--- src/rtl/gpio_key_irq_ctrl_if.sv ---
// Bridge-side register window of the key controller: address, byte-lane write enables and data,
// plus the combinational read-back.
interface gpio_key_irq_ctrl_if;
  logic [31:0] IRQ_Addr;
  logic [3:0]  IRQ_WE;
  logic [31:0] IRQ_WriteData;
  logic [31:0] IRQ_ReadData;

  modport master (output IRQ_Addr, output IRQ_WE, output IRQ_WriteData, input IRQ_ReadData);
  modport slave  (input IRQ_Addr, input IRQ_WE, input IRQ_WriteData, output IRQ_ReadData);
endinterface

--- src/rtl/gpio_key_irq_ctrl.sv ---
// Eight-key synchronizer/debouncer with press/release event latching, a press counter and a
// masked level interrupt, exposed through a 4-word register window.
module gpio_key_irq_ctrl #(
  parameter int SAMPLE_DIV = 50000,
  parameter int STABLE_CNT = 4
) (
  input  logic                      clk_in,
  input  logic                      reset,
  input  logic [7:0]                user_key,
  gpio_key_irq_ctrl_if.slave        bus,
  output logic [7:0]                key_state,
  output logic                      irq
);
  localparam int PW = $clog2(SAMPLE_DIV);

  logic [7:0]      sync1_reg, sync2_reg, pressed_sync;
  logic [PW-1:0]   presc_reg;
  logic            tick;
  logic [7:0][2:0] dcnt_reg, dcnt_next;
  logic [7:0]      key_state_reg, key_state_next, prev_key_reg;
  logic [7:0]      press, rel;
  logic [15:0]     pend_reg, pend_next, pend_clr;
  logic [15:0]     mask_reg, mask_next;
  logic [15:0]     cnt_reg, cnt_next, press_cnt;
  logic [1:0]      sel;
  logic            we0, we1;
  logic            unused_bits;

  assign pressed_sync = ~sync2_reg;
  assign tick         = (presc_reg == PW'(SAMPLE_DIV - 1));

  // Per-key debounce: a toggle needs STABLE_CNT consecutive mismatching ticks.
  generate
    for (genvar gi = 0; gi < 8; gi++) begin : g_deb
      logic mism, hit;
      assign mism = pressed_sync[gi] ^ key_state_reg[gi];
      assign hit  = tick & mism & (dcnt_reg[gi] == 3'(STABLE_CNT - 1));
      assign key_state_next[gi] = key_state_reg[gi] ^ hit;
      assign dcnt_next[gi] = !tick          ? dcnt_reg[gi] :
                             (!mism || hit) ? 3'd0 : dcnt_reg[gi] + 3'd1;
    end
  endgenerate

  assign press = key_state_reg & ~prev_key_reg;
  assign rel   = ~key_state_reg & prev_key_reg;

  assign sel = bus.IRQ_Addr[3:2];
  assign we0 = bus.IRQ_WE[0];
  assign we1 = bus.IRQ_WE[1];

  always_comb begin
    press_cnt = '0;
    for (int i = 0; i < 8; i++) press_cnt = press_cnt + {15'd0, press[i]};
  end

  // Event set has priority over a same-cycle write-1-to-clear.
  always_comb begin
    pend_clr = '0;
    if (sel == 2'd1) begin
      if (we0) pend_clr[7:0]  = bus.IRQ_WriteData[7:0];
      if (we1) pend_clr[15:8] = bus.IRQ_WriteData[15:8];
    end
    pend_next = (pend_reg & ~pend_clr) | {rel, press};
  end

  always_comb begin
    mask_next = mask_reg;
    if (sel == 2'd2) begin
      if (we0) mask_next[7:0]  = bus.IRQ_WriteData[7:0];
      if (we1) mask_next[15:8] = bus.IRQ_WriteData[15:8];
    end
  end

  assign cnt_next = ((sel == 2'd3 && (we0 || we1)) ? 16'd0 : cnt_reg) + press_cnt;

  always_ff @(posedge clk_in or posedge reset) begin
    if (reset) begin
      sync1_reg     <= '1;
      sync2_reg     <= '1;
      presc_reg     <= '0;
      dcnt_reg      <= '0;
      key_state_reg <= '0;
      prev_key_reg  <= '0;
      pend_reg      <= '0;
      mask_reg      <= '0;
      cnt_reg       <= '0;
    end else begin
      sync1_reg     <= user_key;
      sync2_reg     <= sync1_reg;
      presc_reg     <= tick ? '0 : presc_reg + 1'b1;
      dcnt_reg      <= dcnt_next;
      key_state_reg <= key_state_next;
      prev_key_reg  <= key_state_reg;
      pend_reg      <= pend_next;
      mask_reg      <= mask_next;
      cnt_reg       <= cnt_next;
    end
  end

  always_comb begin
    bus.IRQ_ReadData = '0;
    case (sel)
      2'd0: bus.IRQ_ReadData = {24'd0, key_state_reg};
      2'd1: bus.IRQ_ReadData = {16'd0, pend_reg};
      2'd2: bus.IRQ_ReadData = {16'd0, mask_reg};
      default: bus.IRQ_ReadData = {16'd0, cnt_reg};
    endcase
  end

  assign key_state = key_state_reg;
  assign irq       = |(pend_reg & mask_reg);

  assign unused_bits = ^{bus.IRQ_Addr[31:4], bus.IRQ_Addr[1:0], bus.IRQ_WE[3:2],
                         bus.IRQ_WriteData[31:16]};
endmodule
--- src/flat_wrapper.sv ---
// flat-port wrapper written by rule: the top's interface ports become plain ports
module gpio_key_irq_ctrl_flat 
#(
  parameter int SAMPLE_DIV = 50000,
  parameter int STABLE_CNT = 4
)
  (clk_in, reset, user_key, key_state, irq, bus_IRQ_Addr, bus_IRQ_WE, bus_IRQ_WriteData, bus_IRQ_ReadData);
  gpio_key_irq_ctrl_if bus_i ();
  input  logic clk_in;
  input  logic reset;
  input  logic [7:0] user_key;
  output logic [7:0] key_state;
  output logic irq;
  input wire logic [$bits(bus_i.IRQ_Addr)-1:0] bus_IRQ_Addr;
  input wire logic [$bits(bus_i.IRQ_WE)-1:0] bus_IRQ_WE;
  input wire logic [$bits(bus_i.IRQ_WriteData)-1:0] bus_IRQ_WriteData;
  output wire logic [$bits(bus_i.IRQ_ReadData)-1:0] bus_IRQ_ReadData;
  assign bus_i.IRQ_Addr = bus_IRQ_Addr;
  assign bus_i.IRQ_WE = bus_IRQ_WE;
  assign bus_i.IRQ_WriteData = bus_IRQ_WriteData;
  assign bus_IRQ_ReadData = bus_i.IRQ_ReadData;
  gpio_key_irq_ctrl #(.SAMPLE_DIV(SAMPLE_DIV), .STABLE_CNT(STABLE_CNT)) u_core (.clk_in(clk_in), .reset(reset), .user_key(user_key), .bus(bus_i), .key_state(key_state), .irq(irq));
endmodule
--- config.mk ---
export PLATFORM = sky130hd
export DESIGN_NAME = gpio_key_irq_ctrl_flat
export DESIGN_NICKNAME = d
export VERILOG_FILES = /design/src/rtl/gpio_key_irq_ctrl_if.sv /design/src/rtl/gpio_key_irq_ctrl.sv /design/src/flat_wrapper.sv
export SDC_FILE = /design/constraint.sdc
export NUM_CORES = 1
export LEC_CHECK = 0
export CAP_MARGIN = 20
export CORE_MARGIN = 3
export CORE_UTILIZATION = 45
export CTS_BUF_LIST = sky130_fd_sc_hd__clkbuf_4
export CTS_CLUSTER_DIAMETER = 30
export DETAILED_ROUTE_END_ITERATION = 12
export PLACE_DENSITY_LB_ADDON = 0.3
export SYNTH_ARGS = -nofsm -noshare
export SYNTH_HDL_FRONTEND = slang
export SYNTH_SLANG_ARGS = --single-unit
--- constraint.sdc ---
create_clock -name clk_in -period 3.6 [get_ports clk_in]
set_input_delay 0.36 -clock clk_in [delete_from_list [all_inputs] [get_ports clk_in]]
set_output_delay 0.36 -clock clk_in [all_outputs]
set_load 0.05 [all_outputs]
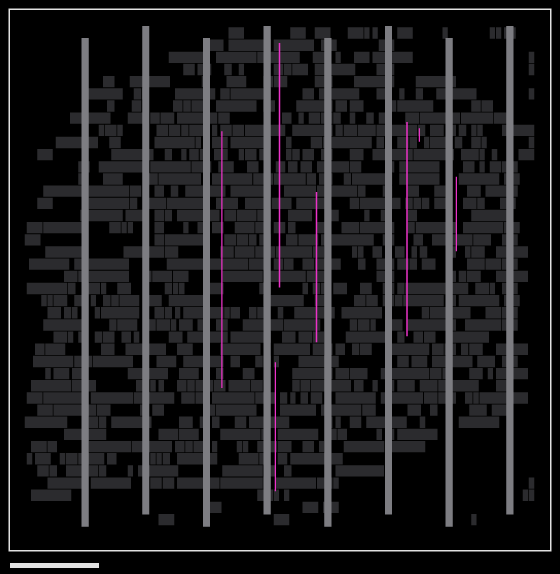
**Above:** run 1 (the metal 4 layer).
The bar under the picture is 20 µm long. Supply wires on this layer in gray. Cells faint in the background.
longest straight run: 57.1 µm
wire length on this layer: 240 µm
share of all routed wire: 1.8%

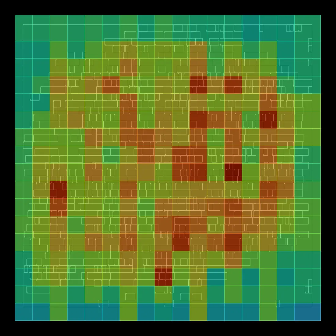
**Above:** run 1 (track usage over the die).
GRT busiest layer: met2
GR Util met3: 6.36%
met2 GRT Util: 29.8%

==> out/qor.csv, run 1 <==
metric,value,unit
timing.critical_path.slowest_cell_delay,0.51,ns
outcome,"complete, but fails checks",
syn_area_per_cell,11.2,µm²
min_path_cells,1,
drt-pass1-iter-count,5,
p_switching,0.000724,W
comb_power_share,11.6,%
setup_violations,5,
pwr-share-seq,52.3,%
worstRegToRegCells,12,
cp_cell_sequence,"nor2b_4, ha_4, fa_1, fa_1, fa_1, ha_2, fa_2, a21o_1, a221oi_4, buf_2, or3_1, a21oi_1",
ant_nets,0,
clock_sinks,120,
yosys.stat.seqShare,51.0,%
timing.final.ws_setup,-0.113,ns
routed_via_density,5.36,
grt_max_degree,55,
yosys_cells,527,
cp_max_fo,4,
sw_frac_of_total,26.4,%
violations,negative setup slack,
fin_worst_skew,0.0176,ns
synth_cells,527,
hp-start,user_key[1],
power_leakage,3.39,nW
ff2ff_setup_slack,-0.11,ns
p_int,0.00202,W
numCtsBuffers,17,
io-pin-count,119,
vdd_drop_max,0.000305,V
grtUsageTotal,19.2,%
slew_viol_final,0,
synth-async-reset-ratio,100,%
synth_cell_types,48,
design.die.area,0.0146,mm²
place.gp.congestion,0.869,
r2r_start,u_core.prev_key_reg[1],
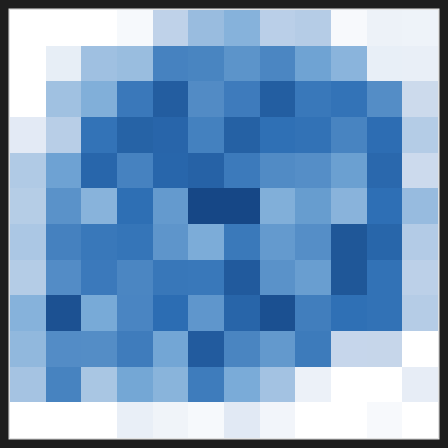
**Above:** run 1 (local utilization).
The die is cut into 12 by 12 equal tiles; white is low, dark blue is high, 0 to 100% covered.
densest ninth of the die: center
nearly empty tiles: 9.7%
mean over tiles: 48%
fullest tile: 91%
tiles over 75% full: 15%

-- run 1: critical path: cells and delay by family (launching register included) --
kind                       cells  cell delay (ns)
AOI/OAI and AO/OA              3             0.52
and+or+nand+nor                2             0.26
adders and majority gates      6             2.20
DFF                            1             0.42
buffers and inverters          1             0.18
-- run 1: Yosys cell counts, types with 15 or more instances --
cell type / instances / area, µm²
a21o_1: 15 / 113
a21oi_1: 19 / 95.1
buf_4: 16 / 120
dfrtp_1: 104 / 2600
dfstp_2: 16 / 420
ha_1: 29 / 363
inv_1: 38 / 143
nand2_1: 35 / 131
nand3_1: 15 / 75.1
o21ai_0: 40 / 200
xnor2_1: 18 / 158
-- run 1: layout by cell type, fill, tap and decap left out, types with 15 or more instances in the layout --
cell	Yosys	routed
buf_4	16	28
dfstp_2	16	16
a21o_1	15	15
nand3_1	15	15
o21ai_0	40	36
nand2_1	35	35
xnor2_1	18	17
conb_1	1	16
clkdlybuf4s50_1	0	46
ha_1	29	27
a21oi_1	19	18
inv_1	38	37
dfrtp_1	104	102
clkbuf_4	0	19
-- run 1: repair_timing --
| item | CTS | global route |
|---|---|---|
| gates resized | 2 | 3 |
| cloned | 1 | 0 |
| setup buffers | 2 | 2 |
| hold buffers | 0 | 0 |
| setup endpoints to repair | 10 | 11 |
| pin swaps | 9 | 1 |
-- run 1: power groups by stage --
stage | registers, W | logic [W] | clock network, W
2_1_floorplan | 0.00145 | 0.000216 | 0
3_5_place_dp | 0.00146 | 0.000320 | 0
4_1_cts | 0.00143 | 0.000320 | 0.00102
3_3_place_gp | 0.00146 | 0.000314 | 0
5_1_grt | 0.00144 | 0.000340 | 0.00109
6_report | 0.00143 | 0.000318 | 0.000990
-- run 1: cell type report --
cell class,count,share of cell area (%)
timing repair buffer,84,11.8
inverter,38,2.02
multi-input combinational,350,36.9
sequential,120,42.1
clock buffer,19,1.99
clock inverter,13,2.18
tap,172,3.00
antenna,1,0.0348
-- run 1: metrics by stage --
step                      hold slack (ns)  instances  area [µm²]
after global routing                0.163        797        7180
final                               0.240        797        7180
after detailed placement            0.347        759        6830
after CTS                           0.185        794        7150
after floorplan                     0.345        542        6040
after global placement              0.346        759        6830
-- run 1: metal layers --
| metal | GRT usage, % | part of all wire (%) |
|---|---|---|
| met3 | 6.36 | 6.2 |
| met1 | 25.5 | 44 |
| met4 | 6.44 | 1.8 |
| met5 | 0 | 0 |
| met2 | 29.8 | 48 |
-- run 1: kinds of logic after synthesis --
group | after synthesis | synth area share (%)
and+or+nand+nor | 132 | 12.3
buffers and inverters | 72 | 6.27
DFF | 120 | 51.0
muxes | 25 | 6.27
xor gates and xnor gates | 24 | 3.55
AOI/OAI and AO/OA | 120 | 13.0
other | 1 | 0.0633
adders and majority gates | 33 | 7.47
--- run 2 (diff from run 1) ---
--- a/config.mk
+++ b/config.mk
@@ -5,13 +5,15 @@
 export SDC_FILE = /design/constraint.sdc
 export NUM_CORES = 1
 export LEC_CHECK = 0
+export ABC_AREA = 1
 export CAP_MARGIN = 20
 export CORE_MARGIN = 3
-export CORE_UTILIZATION = 45
+export CORE_UTILIZATION = 49
 export CTS_BUF_LIST = sky130_fd_sc_hd__clkbuf_4
 export CTS_CLUSTER_DIAMETER = 30
 export DETAILED_ROUTE_END_ITERATION = 12
 export PLACE_DENSITY_LB_ADDON = 0.3
+export SETUP_SLACK_MARGIN = 0.3
 export SYNTH_ARGS = -nofsm -noshare
 export SYNTH_HDL_FRONTEND = slang
 export SYNTH_SLANG_ARGS = --single-unit
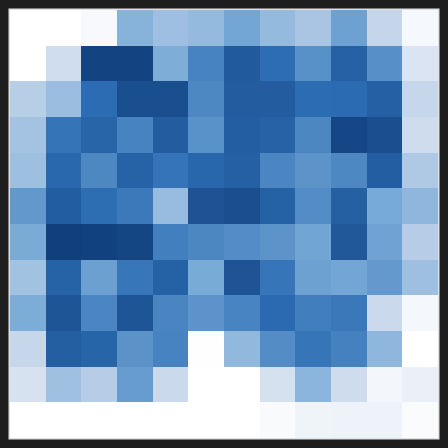
**Above:** run 2 (local utilization).
The die is cut into 12 by 12 equal tiles; white is low, dark blue is high, 0 to 100% covered.
nearly empty tiles: 9.7%
tiles over 75% full: 29%
fullest tile: 94%

==> out/qor.csv, run 2 <==
metric,value,unit,change
fin_worst_skew,0.0116,ns,-0.00592 ns
vdd_drop_max,0.000269,V,-12%
p_switching,0.000772,W,+6.7%
mux_share,0,%,-6.3 points
simple_gate_area_share,20.9,%,+8.6 points
yosys.stat.seqShare,48.9,%,-2.1 points
diodes,0,,-1
syn_area_per_cell,8.86,µm²,-21%
ant_nets,0,,unchanged
pwr-share-seq,50.7,%,-1.6 points
clock_sinks,120,,unchanged
outcome,completed,,
drt-pass1-iter-count,7,,+2
slew_viol_final,0,,unchanged
grt_max_degree,121,,+120%
timing.final.ws_setup,0.147,ns,+0.260 ns
hold_ws,0.233,ns,-0.00685 ns
routed_via_density,5.02,,-6.2%
ff2ff_setup_slack,0.15,ns,+0.26 ns
common_cells,"nand2_1 (170), dfrtp_1 (104), inv_1 (100), o21ai_0 (52), nor2_1 (46)",,
place.gp.congestion,0.899,,+3.4%
adder_share,7.17,%,-0.31 points
cp_max_fo,8,,+4
synth_cells,698,,+32%
top_area_cell,dfrtp_1,,
topCellsByArea,"dfrtp_1 (42%), nand2_1 (10%), dfstp_2 (6.8%), inv_1 (6.1%), ha_1 (5.9%)",,
synth_cell_types,40,,-17%
io-pin-count,119,,unchanged
numCtsBuffers,17,,unchanged
setup_violations,0,,-5
yosysTopAreaCellShare,42.1,%,-1.8 points
cts_hold_buf,0,,unchanged
top_logic_kind,simple AND/OR/NAND/NOR gates,,
hp-start,user_key[0],,
xor_share,3.26,%,-0.29 points
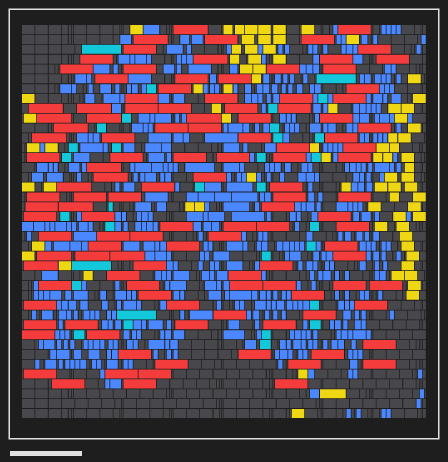
**Above:** run 2 (placed cells, one color a class).
The bar under the picture is 20 µm long. Fill, decap, tap and diode cells in gray.
legend:
  other buffers and delay cells:
    color: yellow
    cells: 79
  flip-flops:
    color: red
    cells: 120
  all other logic:
    color: blue
    cells: 566
  clock drivers and dummy loads:
    color: cyan
    cells: 32

[run 2: netlist changes by cell type after synthesis, moves of 12 or more]
cell     change
a21o_1      -15
inv_1       +62
mux2_2      -14
nand2_1    +135
nand3_1     +15
nor2_1      +35
o21ai_0     +12
o21ai_1     +12
o21ai_2     +17
o31ai_1     -14
or3_1       -12
[run 2: per-layer routing]
layer	vias to the layer above	part of all wire [%]	GRT usage, %
met4	0	2.1	7.25
met2	154	48	32.3
met3	22	5.4	5.84
met5	-	0	0
met1	2302	44	25.3
li1	2369	-	-
[run 2: area by class of cell]
cell class / count / area share [%]
multi-input cells: 461 / 36.6
clock buffers: 17 / 1.72
flip-flops and latches: 120 / 40.8
well taps: 168 / 2.83
clock inverters: 15 / 2.73
repair buffers: 79 / 9.98
inverters: 105 / 5.36
[run 2: kinds of logic after synthesis]
group           after synthesis
flops                       120
fa+ha+maj                    33
other cells                   1
buf+inv                     132
xor+xnor                     23
simple gates                284
compound gates              105
[run 2: worst max-delay path by stage]
| stage | slack, ns | end |
|---|---|---|
| after floorplan | 0.12 | u_core.cnt_reg[8] |
| after CTS | 0.1 | u_core.cnt_reg[8] |
| after global routing | 0.02 | u_core.cnt_reg[8] |
| final | 0.15 | u_core.cnt_reg[6] |
| after global placement | -0.23 | u_core.cnt_reg[8] |
| after detailed placement | -0.31 | u_core.cnt_reg[8] |
[run 2: critical path: stages, from the launching register on]
cell and delay (ns):
dfrtp_1 0.41, nor2_2 0.17, ha_4 0.22, fa_1 0.49, fa_1 0.43, fa_1 0.53, ha_4 0.15, fa_2 0.21
nand2_2 0.05, nand2_2 0.07, nand3_2 0.09, a21oi_4 0.28, buf_4 0.17, xnor2_1 0.10
[run 2: metrics by stage]
| stage | instances | total power [W] | TNS (ns) | cell area, µm² | util [%] |
|---|---|---|---|---|---|
| 6_report | 965 | 0.00283 | 0 | 7420 | 61.0 |
| 5_1_grt | 965 | 0.00294 | 0 | 7420 | 61.0 |
| 4_1_cts | 962 | 0.00286 | 0 | 7370 | 60.6 |
| 3_5_place_dp | 926 | 0.00177 | -1.92 | 6970 | 57.3 |
| 3_3_place_gp | 926 | 0.00176 | -1.13 | 6970 | 57.3 |
| 2_1_floorplan | 713 | 0.00166 | 0 | 6260 | - |
[run 2: power by group through the flow]
stage               clock, W  sequential, W  combinational, W
floorplan                  0        0.00145          0.000212
CTS                  0.00111        0.00143          0.000309
detailed placement         0        0.00146          0.000308
global route         0.00117        0.00144          0.000334
global placement           0        0.00146          0.000303
finish               0.00108        0.00143          0.000308
[run 2: what timing repair did]
action,4_1_cts,5_1_grt
endpoints found under the hold margin,0,0
endpoints found under the setup margin,9,10
cloned,0,0
gates resized,8,6
setup buffers,4,3
pin swaps,7,4
Power is estimated from default activity; no workload was simulated.
